**The metal 1 layer**

Drawn at 1.5 px/µm. Cells faint in the background.
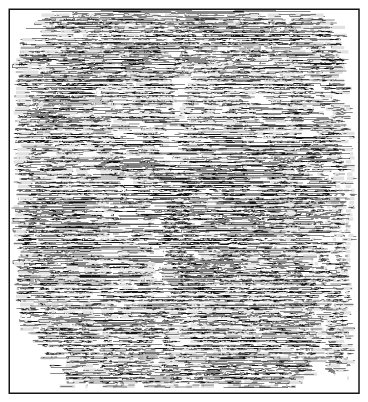
**Metal 2**

Drawn at 2 px/µm.
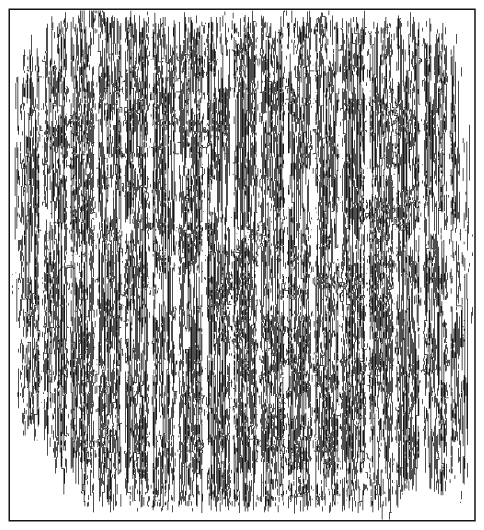
===== config.mk =====
export PLATFORM = sky130hd
export DESIGN_NAME = phys_reg_free_list_flat
export DESIGN_NICKNAME = d
export VERILOG_FILES = /design/src/rtl/phys_reg_free_list_pkg.sv /design/src/rtl/phys_reg_free_list_if.sv /design/src/rtl/phys_reg_free_list_prefix_popcount.sv /design/src/rtl/phys_reg_free_list.sv /design/src/flat_wrapper.sv
export SDC_FILE = /design/constraint.sdc
export NUM_CORES = 2
export LEC_CHECK = 0
export ABC_CLOCK_PERIOD_IN_PS = 5600
export CORE_ASPECT_RATIO = 1.1
export CORE_MARGIN = 2
export CORE_UTILIZATION = 58
export DETAILED_ROUTE_END_ITERATION = 7
export PLACE_DENSITY = 0.76
export RECOVER_POWER = 50
export SYNTH_ARGS = -nofsm -noshare
export SYNTH_HDL_FRONTEND = slang
export SYNTH_SLANG_ARGS = --single-unit
export TNS_END_PERCENT = 100

===== constraint.sdc =====
create_clock -name clk -period 5.6 [get_ports clk]
set_input_delay 1.12 -clock clk [delete_from_list [all_inputs] [get_ports clk]]
set_output_delay 1.12 -clock clk [all_outputs]
set_load 0.05 [all_outputs]

===== src/rtl/phys_reg_free_list_pkg.sv =====
// Shared rename-stage definitions: widths, free-list pointer type and popcount.
//   DECODE_WIDTH / COMMIT_WIDTH : rename and commit slot counts
//   FL_PHY_REG_NUM / FL_PW      : physical register count and preg index width
//   fl_ptr_t                    : free-list pointer (index plus wrap bit)
//   popcount()                  : number of set bits in a request vector
package phys_reg_free_list_pkg;

  localparam int unsigned DECODE_WIDTH   = 4;
  localparam int unsigned COMMIT_WIDTH   = 2;
  localparam int unsigned FL_PHY_REG_NUM = 64;
  localparam int unsigned FL_PW          = $clog2(FL_PHY_REG_NUM);

  // Upper bound on vectors handed to popcount(); callers zero-extend.
  localparam int unsigned POPCNT_MAX_W = 16;
  localparam int unsigned POPCNT_CW    = $clog2(POPCNT_MAX_W + 1);

  typedef logic [FL_PW:0] fl_ptr_t;

  function automatic logic [POPCNT_CW-1:0] popcount(input logic [POPCNT_MAX_W-1:0] v);
    logic [POPCNT_CW-1:0] cnt;
    cnt = '0;
    for (int i = 0; i < int'(POPCNT_MAX_W); i++) begin
      cnt = cnt + POPCNT_CW'(v[i]);
    end
    return cnt;
  endfunction

endpackage


===== src/rtl/phys_reg_free_list_if.sv =====
// Rename/commit/flush bus between the pipeline and the physical register free list.
//   alloc_req_i / alloc_ready_o / alloc_preg_o : per-slot allocation
//   commit_dest_i                               : committed dests (arch head advance)
//   free_i / free_preg_i                        : released pregs
//   restore_i                                   : flush rewind
//   free_cnt_o                                  : speculative free count
//   err_o                                       : sticky consistency error (FREELIST_CHECK_EN only)
interface phys_reg_free_list_if
  import phys_reg_free_list_pkg::*;
#(
  parameter int unsigned PHY_REG_NUM = FL_PHY_REG_NUM
);

  localparam int unsigned PW = $clog2(PHY_REG_NUM);

  logic [DECODE_WIDTH-1:0]          alloc_req_i;
  logic                             alloc_ready_o;
  logic [DECODE_WIDTH-1:0][PW-1:0]  alloc_preg_o;
  logic [COMMIT_WIDTH-1:0]          commit_dest_i;
  logic [COMMIT_WIDTH-1:0]          free_i;
  logic [COMMIT_WIDTH-1:0][PW-1:0]  free_preg_i;
  logic                             restore_i;
  logic [PW:0]                      free_cnt_o;
`ifdef FREELIST_CHECK_EN
  logic                             err_o;
`endif

  modport master (
    output alloc_req_i, commit_dest_i, free_i, free_preg_i, restore_i,
`ifdef FREELIST_CHECK_EN
    input  err_o,
`endif
    input  alloc_ready_o, alloc_preg_o, free_cnt_o
  );

  modport slave (
    input  alloc_req_i, commit_dest_i, free_i, free_preg_i, restore_i,
`ifdef FREELIST_CHECK_EN
    output err_o,
`endif
    output alloc_ready_o, alloc_preg_o, free_cnt_o
  );

endinterface


===== src/rtl/phys_reg_free_list_prefix_popcount.sv =====
// Exclusive prefix popcount of a request vector.
//   i_req    : request bits
//   o_prefix : per-bit count of set bits strictly below it
//   o_total  : total set bits
module prefix_popcount #(
  parameter int unsigned W = 4
) (
  input  logic [W-1:0]                      i_req,
  output logic [W-1:0][$clog2(W+1)-1:0]     o_prefix,
  output logic [$clog2(W+1)-1:0]            o_total
);

  localparam int unsigned CW = $clog2(W + 1);

  logic [CW-1:0] w_acc;

  // Running sum; each bit sees the count before it is added.
  always_comb begin
    w_acc    = '0;
    o_prefix = '0;
    for (int i = 0; i < int'(W); i++) begin
      o_prefix[i] = w_acc;
      w_acc       = w_acc + CW'(i_req[i]);
    end
    o_total = w_acc;
  end

endmodule


===== src/rtl/phys_reg_free_list.sv =====
// Physical register free list: circular FIFO of free preg numbers with a
// speculative head (rename), an architectural head (commit) and a tail (free).
//   clk, rst_n : clock, asynchronous active-low reset
//   bus        : phys_reg_free_list_if.slave (alloc / commit / free / restore / count)
// Optional: define FREELIST_CHECK_EN to add the sticky err_o consistency check.
module phys_reg_free_list
  import phys_reg_free_list_pkg::*;
#(
  parameter int unsigned PHY_REG_NUM = FL_PHY_REG_NUM
) (
  input  logic                    clk,
  input  logic                    rst_n,
  phys_reg_free_list_if.slave     bus
);

  localparam int unsigned PW  = $clog2(PHY_REG_NUM);
  localparam int unsigned DCW = $clog2(DECODE_WIDTH + 1);
  localparam int unsigned CCW = $clog2(COMMIT_WIDTH + 1);

  logic [PW-1:0] r_fl_q [PHY_REG_NUM];
  logic [PW:0]   r_spec_head;
  logic [PW:0]   r_arch_head;
  logic [PW:0]   r_tail;

  logic [DECODE_WIDTH-1:0][DCW-1:0] w_alloc_off;
  logic [DCW-1:0]                   w_alloc_cnt;
  logic [COMMIT_WIDTH-1:0][CCW-1:0] w_free_off;
  logic [CCW-1:0]                   w_free_total;

  logic [PW:0]   w_free_cnt;
  logic [PW:0]   w_commit_cnt;
  logic          w_ready;
  logic          w_fire;
  logic [PW:0]   w_spec_nxt;
  logic [PW:0]   w_arch_nxt;
  logic [PW:0]   w_tail_nxt;

  logic [PW-1:0] w_rd_idx [DECODE_WIDTH];
  logic [PW-1:0] w_wr_idx [COMMIT_WIDTH];
  logic [DECODE_WIDTH-1:0][PW-1:0] w_alloc_preg;

  prefix_popcount #(.W(DECODE_WIDTH)) u_alloc_pfx (
    .i_req    (bus.alloc_req_i),
    .o_prefix (w_alloc_off),
    .o_total  (w_alloc_cnt)
  );

  prefix_popcount #(.W(COMMIT_WIDTH)) u_free_pfx (
    .i_req    (bus.free_i),
    .o_prefix (w_free_off),
    .o_total  (w_free_total)
  );

  assign w_commit_cnt = (PW+1)'(popcount(POPCNT_MAX_W'(bus.commit_dest_i)));
  assign w_free_cnt   = r_tail - r_spec_head;

  // All-or-nothing grant; a flush cycle never allocates.
  assign w_ready = ((PW+1)'(w_alloc_cnt) <= w_free_cnt) && !bus.restore_i;
  assign w_fire  = w_ready && (|bus.alloc_req_i);

  assign w_arch_nxt = r_arch_head + w_commit_cnt;
  assign w_tail_nxt = r_tail + (PW+1)'(w_free_total);

  // Restore rewinds to the arch head including this cycle's commits.
  always_comb begin
    w_spec_nxt = r_spec_head;
    if (bus.restore_i) begin
      w_spec_nxt = w_arch_nxt;
    end else if (w_fire) begin
      w_spec_nxt = r_spec_head + (PW+1)'(w_alloc_cnt);
    end
  end

  // Read ports: compacted slots index consecutive entries from the spec head.
  always_comb begin
    for (int i = 0; i < int'(DECODE_WIDTH); i++) begin
      w_rd_idx[i]     = r_spec_head[PW-1:0] + PW'(w_alloc_off[i]);
      w_alloc_preg[i] = bus.alloc_req_i[i] ? r_fl_q[w_rd_idx[i]] : '0;
    end
  end

  // Write ports: compacted frees land on consecutive entries from the tail.
  always_comb begin
    for (int k = 0; k < int'(COMMIT_WIDTH); k++) begin
      w_wr_idx[k] = r_tail[PW-1:0] + PW'(w_free_off[k]);
    end
  end

  // Storage and pointers; entry k resets to k+1, which wraps the last to 0.
  always_ff @(posedge clk or negedge rst_n) begin
    if (!rst_n) begin
      for (int k = 0; k < int'(PHY_REG_NUM); k++) begin
        r_fl_q[k] <= PW'(k + 1);
      end
      r_spec_head <= '0;
      r_arch_head <= '0;
      r_tail      <= (PW+1)'(PHY_REG_NUM - 1);
    end else begin
      for (int k = 0; k < int'(COMMIT_WIDTH); k++) begin
        if (bus.free_i[k]) begin
          r_fl_q[w_wr_idx[k]] <= bus.free_preg_i[k];
        end
      end
      r_spec_head <= w_spec_nxt;
      r_arch_head <= w_arch_nxt;
      r_tail      <= w_tail_nxt;
    end
  end

  assign bus.alloc_ready_o = w_ready;
  assign bus.alloc_preg_o  = w_alloc_preg;
  assign bus.free_cnt_o    = w_free_cnt;

`ifdef FREELIST_CHECK_EN
  logic        r_err;
  logic [PW:0] w_fl_span;
  logic [PW:0] w_spec_lead;
  logic        w_free_zero;
  logic        w_err_set;

  assign w_fl_span   = w_tail_nxt - w_arch_nxt;
  assign w_spec_lead = w_spec_nxt - w_arch_nxt;

  always_comb begin
    w_free_zero = 1'b0;
    for (int k = 0; k < int'(COMMIT_WIDTH); k++) begin
      if (bus.free_i[k] && (bus.free_preg_i[k] == '0)) begin
        w_free_zero = 1'b1;
      end
    end
  end

  // A span with the wrap bit set means the distance went beyond PHY_REG_NUM-1.
  assign w_err_set = ((|bus.free_i) && w_fl_span[PW]) || w_free_zero || w_spec_lead[PW];

  always_ff @(posedge clk or negedge rst_n) begin
    if (!rst_n) begin
      r_err <= 1'b0;
    end else if (w_err_set) begin
      r_err <= 1'b1;
    end
  end

  assign bus.err_o = r_err;
`endif

endmodule


===== src/flat_wrapper.sv =====
// flat-port wrapper written by rule: the top's interface ports become plain ports
module phys_reg_free_list_flat import phys_reg_free_list_pkg::*;
#(
  parameter int unsigned PHY_REG_NUM = FL_PHY_REG_NUM
)
  (clk, rst_n, bus_alloc_req_i, bus_commit_dest_i, bus_free_i, bus_free_preg_i, bus_restore_i, bus_alloc_ready_o, bus_alloc_preg_o, bus_free_cnt_o);
  phys_reg_free_list_if #(.PHY_REG_NUM(PHY_REG_NUM)) bus_i ();
  input  logic clk;
  input  logic rst_n;
  input wire logic [$bits(bus_i.alloc_req_i)-1:0] bus_alloc_req_i;
  input wire logic [$bits(bus_i.commit_dest_i)-1:0] bus_commit_dest_i;
  input wire logic [$bits(bus_i.free_i)-1:0] bus_free_i;
  input wire logic [$bits(bus_i.free_preg_i)-1:0] bus_free_preg_i;
  input wire logic [$bits(bus_i.restore_i)-1:0] bus_restore_i;
  output wire logic [$bits(bus_i.alloc_ready_o)-1:0] bus_alloc_ready_o;
  output wire logic [$bits(bus_i.alloc_preg_o)-1:0] bus_alloc_preg_o;
  output wire logic [$bits(bus_i.free_cnt_o)-1:0] bus_free_cnt_o;
  assign bus_i.alloc_req_i = bus_alloc_req_i;
  assign bus_i.commit_dest_i = bus_commit_dest_i;
  assign bus_i.free_i = bus_free_i;
  assign bus_i.free_preg_i = bus_free_preg_i;
  assign bus_i.restore_i = bus_restore_i;
  assign bus_alloc_ready_o = bus_i.alloc_ready_o;
  assign bus_alloc_preg_o = bus_i.alloc_preg_o;
  assign bus_free_cnt_o = bus_i.free_cnt_o;
  phys_reg_free_list #(.PHY_REG_NUM(PHY_REG_NUM)) u_core (.clk(clk), .rst_n(rst_n), .bus(bus_i));
endmodule

==> impl_metrics.ini <==
; synthesis and place-and-route metrics
[grt]
grt_overflow_total = 0
antenna_found_initial = 2
grt_first_pass_wirelength_um = 194000
largest_net_degree_at_the_start_of_global_routing = 121

[worst_setup_path]
timing.critical_path.to_type = output port
r2r_setup_slack_ns = 1.81
worst_r2r_endpoint = u_core.r_spec_head[3]
cp_data_required_time_ns = 4.48
critical_path_depth = 12
timing.critical_path.cells = buf_8, fa_2, ha_4, fa_4, buf_12, buf_12, mux4_2, mux2i_1, buf_4, o22ai_1, or4_4, buf_6
critical_path_source = bus_alloc_req_i[2]
critical-path-top-delay-family = adder cells
reg2regPathDepth = 10

[routing]
antenna_left = 0
drt_iter0_markers = 3841
drt-vias-per-instance = 7.70
firstDrtPassIters = 6

[power_and_ir_drop]
clockPowerShare_pct = 10.5
power.combinational.fraction_pct = 65.9
power_report.internal_total_mw = 16.8
vdd.ir_drop.worst_mv = 0.627
seq_cell_power_mw = 7.31
post-layout-total-power_mw = 30.9
p_leak_nw = 14.8
powerDensity_nw_per_um2 = 818
net_sw_share_pct = 45.5
sequentialPowerShare_pct = 23.6
clockNetworkPower_mw = 3.24

[hold_path]
holdCritStartpoint = u_core.r_arch_head[6]
hp-class = register to register
worst_hold_path.num_cells = 1

[final_layout]
share_of_final_layout_standard_cells_stronger_than_drive_strength_1_pct = 45.2
nFillCells = 4132
most-common-layout-cells = 450 x sky130_fd_sc_hd__mux4_2, 331 x sky130_fd_sc_hd__mux2i_1, 278 x sky130_fd_sc_hd__nand2_1, 241 x sky130_fd_sc_hd__mux2_2, 235 x sky130_fd_sc_hd__o21ai_0
finish.utilization_pct = 66.4
design_area_um2 = 37800
stdcell_count = 3608
number_of_nets_in_the_layout = 2878

[synth]
arithmetic_cell_share_of_the_synthesized_area_counting_full_adders_half_adders_and_majority_gates_pct = 1.61
synth-edff-count = 0
postSynthSeqShare_pct = 31.3
postSynthNetCount = 2803
ys.warnings.count = 0
aoi_share_pct = 6.32
yosys_area_um2 = 33200

[run_status]
status = finished with violations
violations = max-capacitance violations, max-slew violations, negative setup slack

[run]
max_cap_check_violation_count = 3
stage_log_warnings = 39

[sta]
min_period_ns = 5.80
worst_slack_ns = -0.203
timing.final.max_slew_violations = 340
setup_viol = 10
max_slew.worst_pin.slew_ns = 3.02
clock-skew-final_ns = 0.0265
finalSetupTns_ns = -1.11
timing.slew.headroom_pct = -101

[clock_tree]
clock.latency.late_pin_ns = 0.62
tritoncts = built
cts.hold.buffers_added = 0
cts.htree.levels = 2

[placement]
gpl.final_weighted_congestion = 1.05
dpl_cell_area_um2 = 35700
detailed_place_hpwl_um = 97500
buffer_ports.inserted = 54
place_worst_setup_slack_ns = -0.734

[floorplanning]
io_pins = 55
fp.dieH_um = 255
Back to the opening pictures, 'the metal 1 layer':
main direction = horizontal
longest straight run = 68.1 µm
wire length on this layer = 45.7 mm
nets with wire on the layer = 2671
share of all routed wire = 34%
met1 routing resource usage after global routing: 58.4%
vias post-DR: 27800
WL final: 135000 µm

Back to the opening pictures, 'metal 2':
nets with wire on the layer = 2475
main direction = vertical
longest straight run = 115 µm
global-route track usage on met2: 69.8%

layer usage:
layer | track usage (%) | share of wire (%) | up-vias
li1 | - | - | 10800
met1 | 58.4 | 34 | 14000
met2 | 69.8 | 44 | 2388
met3 | 13.8 | 13 | 577
met4 | 29.8 | 8.3 | 4
met5 | 0 | 0.017 | -
cells in the mapped netlist, drive strengths merged, types with 2 or more instances:
cell type,n,area [µm²]
or4,5,37.5
nor2,143,537
nor2b,6,37.5
o21ai,236,1180
mux2i,340,3400
fa,8,160
a22oi,15,113
nor3,32,160
o21a,3,22.5
xor2,7,61.3
a21oi,64,320
a21o,4,30.0
and3,4,25.0
xnor2,25,234
dfstp,198,5200
buf,85,418
nor4,3,25.0
ha,30,375
and2,12,75.1
nand4,29,181
a2bb2oi,4,35.0
dfrtp,207,5180
clkbuf,172,646
a31oi,2,12.5
o22ai,34,219
a311oi,4,35.0
or3,12,75.1
nand2,280,1050
a211oi,9,67.6
mux4,450,10100
nand3,22,110
inv,27,101
or2,2,12.5
nand3b,4,30.0
mux2,242,2730
nor3b,5,52.6
clkinv,2,7.51
nand2b,6,37.5
repair_timing:
item,in CTS,in global routing
pin swaps,9,7
cloned,5,1
gates resized,60,17
setup endpoints to repair,19,14
buffers inserted,8,1
final cells by class:
type / count / area (µm²) / area share [%]
Inverter: 29 / 109 / 0.288
Multi-Input combinational cell: 2051 / 22000 / 58.0
Clock buffer: 64 / 1360 / 3.60
Antenna cell: 2 / 5.00 / 0.0132
Sequential cell: 405 / 10400 / 27.5
Timing Repair Buffer: 285 / 2840 / 7.50
Clock inverter: 20 / 226 / 0.599
Tap cell: 752 / 941 / 2.49
state kept, by name, indices dropped and copies added (netlist names):
name / cells
u_core.r_arch_head: 7
u_core.r_fl_q: 384
u_core.r_spec_head: 7
u_core.r_tail: 7
